[src/rtl/esm_dwell_sequencer_if.sv]
// Request/complete handshake between the dwell sequencer (master) and the
// downstream dwell executor (slave).
interface esm_dwell_sequencer_if #(
    parameter int ENTRY_WIDTH = 8
);
    logic                   dwell_valid;
    logic [ENTRY_WIDTH-1:0] dwell_entry_index;
    logic                   dwell_ready;
    logic                   dwell_done;

    modport master (
        output dwell_valid,
        output dwell_entry_index,
        input  dwell_ready,
        input  dwell_done
    );

    modport slave (
        input  dwell_valid,
        input  dwell_entry_index,
        output dwell_ready,
        output dwell_done
    );
endinterface

[src/rtl/esm_dwell_sequencer.sv]
// ESM dwell program sequencer: walks the packed instruction table, applies repeat
// counts and the global dwell counter, and issues one dwell request per step.
module esm_dwell_sequencer #(
    parameter  int NUM_INSTRUCTIONS = 32,
    parameter  int ENTRY_WIDTH      = 8,
    localparam int IW               = $clog2(NUM_INSTRUCTIONS)
) (
    input  logic                         clk,
    input  logic                         rst_n,
    input  logic                         inst_wr_valid_i,
    input  logic [IW-1:0]                inst_wr_index_i,
    input  logic [31:0]                  inst_wr_data_i,
    input  logic                         program_valid_i,
    input  logic                         program_enable_i,
    input  logic                         program_delayed_start_i,
    input  logic [31:0]                  program_global_counter_init_i,
    input  logic [63:0]                  program_start_time_i,
    input  logic [63:0]                  timestamp_i,
    esm_dwell_sequencer_if.master        dwell_if,
    output logic                         busy_o,
    output logic                         program_done_o,
    output logic [31:0]                  global_counter_o,
    output logic                         inst_wr_dropped_o
);

    typedef enum logic [2:0] {
        IDLE, WAIT_START, FETCH, CHECK, ISSUE, WAIT_DONE, DONE
    } state_e;

    state_e        state_q, state_d;
    logic [IW-1:0] pc_q, pc_d;
    logic [7:0]    rep_q, rep_d;
    logic [31:0]   gc_q, gc_d;
    logic [31:0]   inst_q, inst_d;
    logic [63:0]   start_q, start_d;
    logic          pend_q, pend_d;
    logic          pend_en_q, pend_en_d;
    logic          pend_dly_q, pend_dly_d;
    logic [31:0]   pend_gc_q, pend_gc_d;
    logic [63:0]   pend_start_q, pend_start_d;
    logic          dropped_q, dropped_d;

    logic          apply_new, apply_pend, latch_pend;
    logic          hdr_en, hdr_dly;
    logic [31:0]   hdr_gc;
    logic [63:0]   hdr_start;

    logic [31:0]   inst_mem_q [NUM_INSTRUCTIONS];
    logic          unused_inst_bits;

    // The table has no reset; software loads it while the sequencer is idle.
    always_ff @(posedge clk) begin
        if (inst_wr_valid_i && (state_q == IDLE)) begin
            inst_mem_q[inst_wr_index_i] <= inst_wr_data_i;
        end
    end

    always_comb begin
        state_d      = state_q;
        pc_d         = pc_q;
        rep_d        = rep_q;
        gc_d         = gc_q;
        inst_d       = inst_q;
        start_d      = start_q;
        pend_d       = pend_q;
        pend_en_d    = pend_en_q;
        pend_dly_d   = pend_dly_q;
        pend_gc_d    = pend_gc_q;
        pend_start_d = pend_start_q;
        dropped_d    = inst_wr_valid_i && (state_q != IDLE);
        apply_new    = 1'b0;
        apply_pend   = 1'b0;
        latch_pend   = 1'b0;
        hdr_en       = program_enable_i;
        hdr_dly      = program_delayed_start_i;
        hdr_gc       = program_global_counter_init_i;
        hdr_start    = program_start_time_i;

        unique case (state_q)
            IDLE: apply_new = program_valid_i;
            WAIT_START: begin
                if (program_valid_i) begin
                    apply_new = 1'b1;
                end else if (timestamp_i >= start_q) begin
                    state_d = FETCH;
                end
            end
            FETCH: begin
                if (program_valid_i) begin
                    apply_new = 1'b1;
                end else begin
                    inst_d  = inst_mem_q[pc_q];
                    state_d = CHECK;
                end
            end
            CHECK: begin
                if (program_valid_i) begin
                    apply_new = 1'b1;
                end else if (!inst_q[0] || (inst_q[1] && (gc_q == 32'd0))) begin
                    state_d = DONE;
                end else begin
                    state_d = ISSUE;
                end
            end
            // Once the executor has taken the request, a new header must wait for its completion.
            ISSUE: begin
                if (dwell_if.dwell_ready) begin
                    state_d    = WAIT_DONE;
                    latch_pend = program_valid_i;
                end else begin
                    apply_new = program_valid_i;
                end
            end
            WAIT_DONE: begin
                if (dwell_if.dwell_done) begin
                    if (program_valid_i) begin
                        apply_new = 1'b1;
                    end else if (pend_q) begin
                        apply_pend = 1'b1;
                    end else begin
                        if (inst_q[2] && (gc_q != 32'd0)) begin
                            gc_d = gc_q - 32'd1;
                        end
                        if (rep_q < inst_q[15:8]) begin
                            rep_d   = rep_q + 8'd1;
                            state_d = CHECK;
                        end else begin
                            rep_d   = '0;
                            pc_d    = inst_q[24 +: IW];
                            state_d = FETCH;
                        end
                    end
                end else begin
                    latch_pend = program_valid_i;
                end
            end
            DONE: begin
                state_d   = IDLE;
                apply_new = program_valid_i;
            end
            default: state_d = IDLE;
        endcase

        if (latch_pend) begin
            pend_d       = 1'b1;
            pend_en_d    = program_enable_i;
            pend_dly_d   = program_delayed_start_i;
            pend_gc_d    = program_global_counter_init_i;
            pend_start_d = program_start_time_i;
        end

        if (apply_pend) begin
            hdr_en    = pend_en_q;
            hdr_dly   = pend_dly_q;
            hdr_gc    = pend_gc_q;
            hdr_start = pend_start_q;
        end

        // Applying a header discards any in-flight gc update and restarts from slot 0.
        if (apply_new || apply_pend) begin
            gc_d    = hdr_gc;
            pc_d    = '0;
            rep_d   = '0;
            start_d = hdr_start;
            pend_d  = 1'b0;
            state_d = !hdr_en ? IDLE : (hdr_dly ? WAIT_START : FETCH);
        end
    end

    always_ff @(posedge clk or negedge rst_n) begin
        if (!rst_n) begin
            state_q      <= IDLE;
            pc_q         <= '0;
            rep_q        <= '0;
            gc_q         <= '0;
            inst_q       <= '0;
            start_q      <= '0;
            pend_q       <= 1'b0;
            pend_en_q    <= 1'b0;
            pend_dly_q   <= 1'b0;
            pend_gc_q    <= '0;
            pend_start_q <= '0;
            dropped_q    <= 1'b0;
        end else begin
            state_q      <= state_d;
            pc_q         <= pc_d;
            rep_q        <= rep_d;
            gc_q         <= gc_d;
            inst_q       <= inst_d;
            start_q      <= start_d;
            pend_q       <= pend_d;
            pend_en_q    <= pend_en_d;
            pend_dly_q   <= pend_dly_d;
            pend_gc_q    <= pend_gc_d;
            pend_start_q <= pend_start_d;
            dropped_q    <= dropped_d;
        end
    end

    assign dwell_if.dwell_valid       = (state_q == ISSUE);
    assign dwell_if.dwell_entry_index = ENTRY_WIDTH'(inst_q[23:16]);
    assign busy_o                     = (state_q != IDLE);
    assign program_done_o             = (state_q == DONE);
    assign global_counter_o           = gc_q;
    assign inst_wr_dropped_o          = dropped_q;

    assign unused_inst_bits = ^{inst_q[7:3], inst_q[31:24]};

endmodule

[src/flat_wrapper.sv]
// flat-port wrapper written by rule: the top's interface ports become plain ports
module esm_dwell_sequencer_flat 
#(
    parameter  int NUM_INSTRUCTIONS = 32,
    parameter  int ENTRY_WIDTH      = 8,
    localparam int IW               = $clog2(NUM_INSTRUCTIONS)
)
  (clk, rst_n, inst_wr_valid_i, inst_wr_index_i, inst_wr_data_i, program_valid_i, program_enable_i, program_delayed_start_i, program_global_counter_init_i, program_start_time_i, timestamp_i, busy_o, program_done_o, global_counter_o, inst_wr_dropped_o, dwell_if_dwell_valid, dwell_if_dwell_entry_index, dwell_if_dwell_ready, dwell_if_dwell_done);
  esm_dwell_sequencer_if #(.ENTRY_WIDTH(ENTRY_WIDTH)) dwell_if_i ();
  input  logic clk;
  input  logic rst_n;
  input  logic inst_wr_valid_i;
  input  logic [IW-1:0] inst_wr_index_i;
  input  logic [31:0] inst_wr_data_i;
  input  logic program_valid_i;
  input  logic program_enable_i;
  input  logic program_delayed_start_i;
  input  logic [31:0] program_global_counter_init_i;
  input  logic [63:0] program_start_time_i;
  input  logic [63:0] timestamp_i;
  output logic busy_o;
  output logic program_done_o;
  output logic [31:0] global_counter_o;
  output logic inst_wr_dropped_o;
  output wire logic [$bits(dwell_if_i.dwell_valid)-1:0] dwell_if_dwell_valid;
  output wire logic [$bits(dwell_if_i.dwell_entry_index)-1:0] dwell_if_dwell_entry_index;
  input wire logic [$bits(dwell_if_i.dwell_ready)-1:0] dwell_if_dwell_ready;
  input wire logic [$bits(dwell_if_i.dwell_done)-1:0] dwell_if_dwell_done;
  assign dwell_if_dwell_valid = dwell_if_i.dwell_valid;
  assign dwell_if_dwell_entry_index = dwell_if_i.dwell_entry_index;
  assign dwell_if_i.dwell_ready = dwell_if_dwell_ready;
  assign dwell_if_i.dwell_done = dwell_if_dwell_done;
  esm_dwell_sequencer #(.NUM_INSTRUCTIONS(NUM_INSTRUCTIONS), .ENTRY_WIDTH(ENTRY_WIDTH)) u_core (.clk(clk), .rst_n(rst_n), .inst_wr_valid_i(inst_wr_valid_i), .inst_wr_index_i(inst_wr_index_i), .inst_wr_data_i(inst_wr_data_i), .program_valid_i(program_valid_i), .program_enable_i(program_enable_i), .program_delayed_start_i(program_delayed_start_i), .program_global_counter_init_i(program_global_counter_init_i), .program_start_time_i(program_start_time_i), .timestamp_i(timestamp_i), .dwell_if(dwell_if_i), .busy_o(busy_o), .program_done_o(program_done_o), .global_counter_o(global_counter_o), .inst_wr_dropped_o(inst_wr_dropped_o));
endmodule
[config.mk]
export PLATFORM = sky130hd
export DESIGN_NAME = esm_dwell_sequencer_flat
export DESIGN_NICKNAME = d
export VERILOG_FILES = /design/src/rtl/esm_dwell_sequencer_if.sv /design/src/rtl/esm_dwell_sequencer.sv /design/src/flat_wrapper.sv
export SDC_FILE = /design/constraint.sdc
export NUM_CORES = 1
export LEC_CHECK = 0
export CAP_MARGIN = 5
export CELL_PAD_IN_SITES_DETAIL_PLACEMENT = 1
export CELL_PAD_IN_SITES_GLOBAL_PLACEMENT = 1
export CORE_MARGIN = 8
export CORE_UTILIZATION = 42
export DETAILED_ROUTE_END_ITERATION = 6
export PLACE_DENSITY = 0.73
export SLEW_MARGIN = 20
export SYNTH_ARGS = -nofsm -noshare
export SYNTH_HDL_FRONTEND = slang
export SYNTH_SLANG_ARGS = --single-unit
[constraint.sdc]
create_clock -name clk -period 2.95 [get_ports clk]
set_clock_uncertainty 0.2 [all_clocks]
set_input_delay 0.59 -clock clk [delete_from_list [all_inputs] [get_ports clk]]
set_output_delay 0.59 -clock clk [all_outputs]
set_load 0.05 [all_outputs]
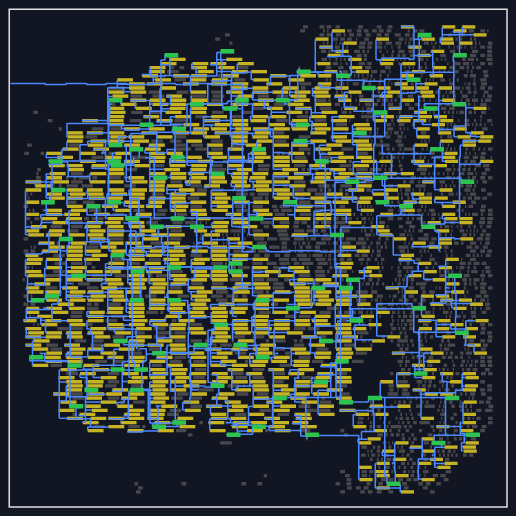
*Clock distribution*
Scale: 1.5 px per um.
[blue] clock wires | length: 12000 um
[yellow] flip-flops | count: 1004
[green] clock-net drivers | count: 102
routed clock nets: 103
latest clock arrival within the worst-skew pair: 0.69 ns
Clk pwr share: 0.330
P_clk: 12.9 mW

==> notes.md <==
fresh numbers from the pnr run: status complete, no violations, utilization after layout 0.518, FP Util 0.424, Longest Clk Path Bufs 3, Setup TNS 0 ns, io pins 249, Crit. End Element flip-flop, Largest type area fraction 0.554, FF+latch area 29000 um^2, Avg WL per Cell 27.2 um, Max Used Layer met5, Inverters 85, worst setup margin 0.0903 ns, Die Wd 331 um, hold slack 0.215 ns, clkbuf count 127, hold-fix buffers at CTS 1, worst min-delay path startpoint inst_wr_data_i[19], period utilisation layout 0.969, Yosys warning total 0, global-route wire length before repair 169000 um, Commonest flop edfxtp_1, Mapped Cells 2448, count leader, synth edfxtp_1, Gate power share 0.226, port bufs 240, Crit path max-delay family multiplexers, net switching power 10.9 mW, number of distinct library cells after synthesis 71, xor/xnor share 0.000631, pre-CTS setup slack -0.408 ns, Slew HR 0.329, H-tree levels 3, vias per inst 5.77, drt drc 0, finished layout cell area 50900 um^2, Comb power 8.85 mW, crit path DAT 3.20 ns, Detail Placement HPWL 73700 um, core area 98300 um^2, FFs w/ async S/R, synth 0.235, FP Rows 115, Critical-path top delay cell dfrtp_4, Synth Area per Inst 17.0 um^2, FILL cells 9186, Synth Seq Share 0.696, worst path cell trace buf_12 -> mux4_2 -> mux4_2 -> mux2i_1 -> a21oi_1, overall routing resource usage 0.207, Leakage 17.8 nW, Highest Clock Rate 0.350 GHz, top comb family, area multiplexers, Largest register FFs 768, fin. max-slew vios 0, Area Growth Syn to Fin 22.2%, total iterations of the first detailed-routing run 7, aoi share 0.0498, grt total ovfl 0, antenna violations before repair 11
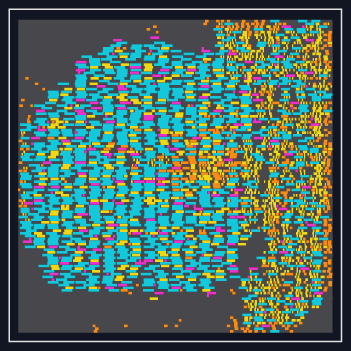
*Placed cells, one colour a class*
Scale: 1 px per um. Fill, decap, tap and diode cells in grey.
| colour | class | cells | share of their area |
|---|---|---|---|
| orange | remaining buffers and delay cells | 422 | 9.5% |
| magenta | clock drivers and dummy loads | 191 | 6.8% |
| cyan | registers | 1004 | 59% |
| yellow | remaining logic cells | 1306 | 25% |

[how the worst max path moves through the flow]
stage	from	to	depth (start not counted)
floorplan	u_core.state_q[0]	u_core.inst_mem_q[27][0]	6
global placement	timestamp_i[11]	u_core.state_q[1]	8
detailed placement	timestamp_i[14]	u_core.state_q[1]	9
CTS	u_core.global_counter_o[15]	global_counter_o[15]	1
global route	u_core.global_counter_o[9]	global_counter_o[9]	2
finish	u_core.pc_q[0]	u_core.inst_q[20]	5
[worst reg2reg max path, stage by stage, from the launching register on]
cell     delay, ns
dfrtp_4       0.61
buf_12        0.30
mux4_2        0.59
mux4_2        0.52
mux2i_1       0.37
a21oi_1       0.12
Power figures rest on the tool's default switching activity, not on a simulated workload.
